**Routing congestion**

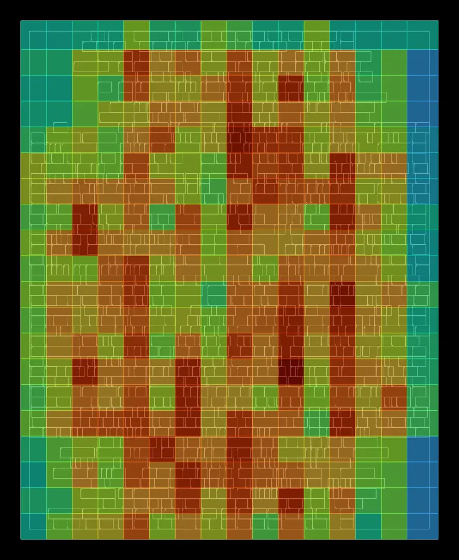
**Drive-strength map**

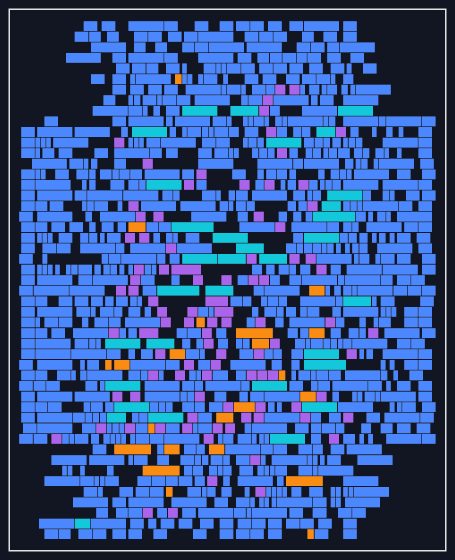
**Routed clock nets over the placement**

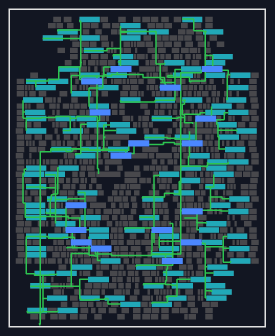
### config.mk
export PLATFORM = sky130hd
export DESIGN_NAME = fetch_stage
export DESIGN_NICKNAME = d
export VERILOG_FILES = /design/src/rtl/fetch_stage.sv
export SDC_FILE = /design/constraint.sdc
export NUM_CORES = 1
export LEC_CHECK = 0
export CORE_ASPECT_RATIO = 1.25
export CORE_MARGIN = 2
export CORE_UTILIZATION = 45
export CTS_CLUSTER_SIZE = 14
export DETAILED_ROUTE_END_ITERATION = 8
export GPL_ROUTABILITY_DRIVEN = 0
export PLACE_DENSITY = 0.8
export REMOVE_ABC_BUFFERS = 1
export SKIP_LAST_GASP = 1
export SYNTH_ARGS = -nofsm -noshare
export SYNTH_HDL_FRONTEND = slang
export SYNTH_SLANG_ARGS = --single-unit
### constraint.sdc
create_clock -name clk -period 2.3 [get_ports clk]
set_input_delay 0.575 -clock clk [delete_from_list [all_inputs] [get_ports clk]]
set_output_delay 0.575 -clock clk [all_outputs]
set_load 0.02 [all_outputs]
### src/rtl/fetch_stage.sv
// fetch_stage: program counter, next-PC selection and IF/ID pipeline register
module fetch_stage #(
    parameter logic [31:0] RESET_VEC = 32'h8000_0000,
    parameter logic [31:0] ILLOP_VEC = 32'h8000_0004,
    parameter logic [31:0] XADR_VEC  = 32'h8000_0008
) (
    input  logic        clk,
    input  logic        reset,
    output logic [31:0] IMem_Addr,
    input  logic [31:0] IMem_Data,
    input  logic [2:0]  PCSrc,
    input  logic [31:0] ID_RsData,
    input  logic        EX_BranchTaken,
    input  logic [31:0] EX_BranchTarget,
    input  logic        Stall,
    input  logic        IRQ_Raw,
    output logic        IRQ,
    output logic        PC_31,
    output logic [31:0] ID_Instruction,
    output logic [31:0] ID_PC,
    output logic [31:0] ID_PC_plus4,
    output logic        ID_Valid,
    output logic        Flush_IDEX
);
    logic [31:0] pc_q, pc_d;
    logic [31:0] id_instr_q, id_instr_d;
    logic [31:0] id_pc_q, id_pc_d;
    logic [31:0] id_pc4_q, id_pc4_d;
    logic        id_valid_q, id_valid_d;
    logic [31:0] pc_plus4, jump_tgt, redir_pc;
    logic        redirect, bubble, load;

    // Next-PC priority (branch, stall, ID redirect, sequential) and IF/ID load/hold/bubble choice
    always_comb begin
        pc_plus4   = {pc_q[31], pc_q[30:0] + 31'd4};
        jump_tgt   = {id_pc4_q[31:28], id_instr_q[25:0], 2'b00};
        redir_pc   = (PCSrc == 3'b100) ? ILLOP_VEC :
                     (PCSrc == 3'b101) ? XADR_VEC  :
                     (PCSrc == 3'b010) ? jump_tgt  : ID_RsData;
        redirect   = id_valid_q && !Stall && (PCSrc inside {3'b010, 3'b011, 3'b100, 3'b101});
        bubble     = EX_BranchTaken || redirect;
        load       = bubble || !Stall;
        pc_d       = EX_BranchTaken ? EX_BranchTarget :
                     Stall          ? pc_q            :
                     redirect       ? redir_pc        : pc_plus4;
        id_instr_d = bubble ? 32'h0000_0000 : load ? IMem_Data : id_instr_q;
        id_pc_d    = load ? pc_q : id_pc_q;
        id_pc4_d   = load ? pc_plus4 : id_pc4_q;
        id_valid_d = bubble ? 1'b0 : load ? 1'b1 : id_valid_q;
    end

    // PC and IF/ID registers with asynchronous active-low reset
    always_ff @(posedge clk or negedge reset) begin
        if (!reset) begin
            pc_q       <= RESET_VEC;
            id_instr_q <= 32'h0000_0000;
            id_pc_q    <= RESET_VEC;
            id_pc4_q   <= RESET_VEC + 32'd4;
            id_valid_q <= 1'b0;
        end else begin
            pc_q       <= pc_d;
            id_instr_q <= id_instr_d;
            id_pc_q    <= id_pc_d;
            id_pc4_q   <= id_pc4_d;
            id_valid_q <= id_valid_d;
        end
    end

    assign IMem_Addr      = pc_q;
    assign ID_Instruction = id_instr_q;
    assign ID_PC          = id_pc_q;
    assign ID_PC_plus4    = id_pc4_q;
    assign ID_Valid       = id_valid_q;
    assign PC_31          = id_pc_q[31];
    assign IRQ            = IRQ_Raw && id_valid_q && !id_pc_q[31] && !Stall;
    assign Flush_IDEX     = EX_BranchTaken;
endmodule

==> deck_impl_summary.md <==
Key Metrics from the Run

Power and ir drop
  – Leakage power figure: about 4.4 nW
  – Peak supply drop: about 0.46 mV
  – Pwr dens: 765.6 nW/um^2

Route
  – Routed WL: 22.86 mm
  – Pre-antenna DRT Iters: 5
  – Number of design rule violations left after detail routing: 0

Outcome
  – Run status: complete, no violations

Worst setup path
  – Critical path type: reg2out
  – Cell depth of the worst flop-to-flop path: 5
  – Worst setup startpoint: IMem_Addr[18]
  – Largest stage delay, worst path: about 0.69 ns

Logic synthesis
  – Simple-Gate Fraction of Synth Area: roughly 20%
  – Multiplexer share of the synthesized area: 4.725%
  – Count of flip-flops with a built-in enable after synthesis: 0
  – Main synth FF type: dfrtp_1
  – Area reported by Yosys stat: 6541 sq um

CTS
  – Total of cells resized after clock tree synthesis: 1
  – Hold bufs inserted after CTS: 0

STA
  – Post-route fraction of the period consumed by the critical path: between 90% and 100%
  – Number of hold violations in the final report: 0

Global route
  – Initial antenna violation count: 0

Placement
  – DP Wirelength: 16.29 mm

Die
  – Std-Cell Core Area: 14290 sq um
-- 'routing congestion' (at the start) --
routed length per placed instance: 19.49 um
met2 capacity usage during global routing: 50.24%
met1 layer usage reported by global route: 36.28%

-- 'drive-strength map' (at the start) --
legend:
  cyan:
    size: drive 6 and up
    cells: 32
    share: 3.2%
  orange:
    size: drive 2
    cells: 22
    share: 2.2%
  blue:
    size: drive 1 or less
    cells: 849
    share: 85%
  purple:
    size: drive 3 to 4
    cells: 92
    share: 9.2%

-- 'routed clock nets over the placement' (at the start) --
legend:
  cyan:
    item: flip-flops
    count: 126
  blue:
    item: cells driving clock nets
    count: 17
  green:
    item: clock wires
    length: 1810 um
routed clock nets: 18
Max Clock Skew: 0.008703 ns
clock group total power: 2.93 mW
Clock power frac: 37.2%
clock latency on the worst-skew pair: 0.42 ns

cell usage in the layout (no fill, tap or decap), drive strengths merged, types with 5 or more instances in the layout:
cell type	instances
mux2	7
nand3	22
a21o	5
or4	12
nand2b	6
o211ai	18
a21oi	19
o22ai	10
xor2	6
nor4	18
clkdlybuf4s50	232
buf	94
nor2	22
a211o	5
a211oi	8
inv	15
and3	10
nand4	12
o21ai	44
mux2i	23
o221ai	5
a22o	33
nor3	20
xnor2	10
or3	5
dfrtp	123
clkbuf	22
nand2	122
a31oi	10
where the power goes:
part	internal (mW)	switching [mW]	leakage (nW)
combinational	1.06	1.10	2.52
sequential	2.51	0.269	1.56
clock	1.89	1.03	0.305
total	5.46	2.40	4.38
per-layer routing:
metal	global-route usage (%)	part of all wire, %
met2	50.24	52
met1	36.28	38
met5	0	0
met3	6.906	7.9
met4	10.14	2.3
worst reg2reg max path, cell delays in order, from the launching register on:
cell	delay [ns]
dfrtp_1	0.36
nand3_1	0.31
or4_1	0.81
buf_4	0.23
nor4_1	0.28
nor3_1	0.10
logic make-up (layout without fill, tap and decap cells):
group / after synthesis / after routing
compound gates: 179 / 179
xor+xnor: 16 / 16
fa+ha+maj: 1 / 1
buf+inv: 81 / 374
flops: 126 / 126
mux: 30 / 30
simple gates: 269 / 269
worst min path at each step:
stage	depth (start not counted)	to
finish	1	ID_Instruction[28]
global route	1	ID_Instruction[28]
CTS	1	ID_PC[10]
detailed placement	2	ID_PC[15]
global placement	2	ID_PC[26]
floorplan	0	ID_Instruction[0]
area by class of cell:
class | instances | share of cell area (%)
clock buffer | 21 | 4.583
multi-input combinational | 495 | 29.95
inverter | 15 | 0.5484
sequential | 126 | 30.76
clock inverter | 11 | 1.584
tap | 178 | 2.169
timing repair buffer | 327 | 30.41
No activity file was given, so power comes from the tool's default toggle rates.
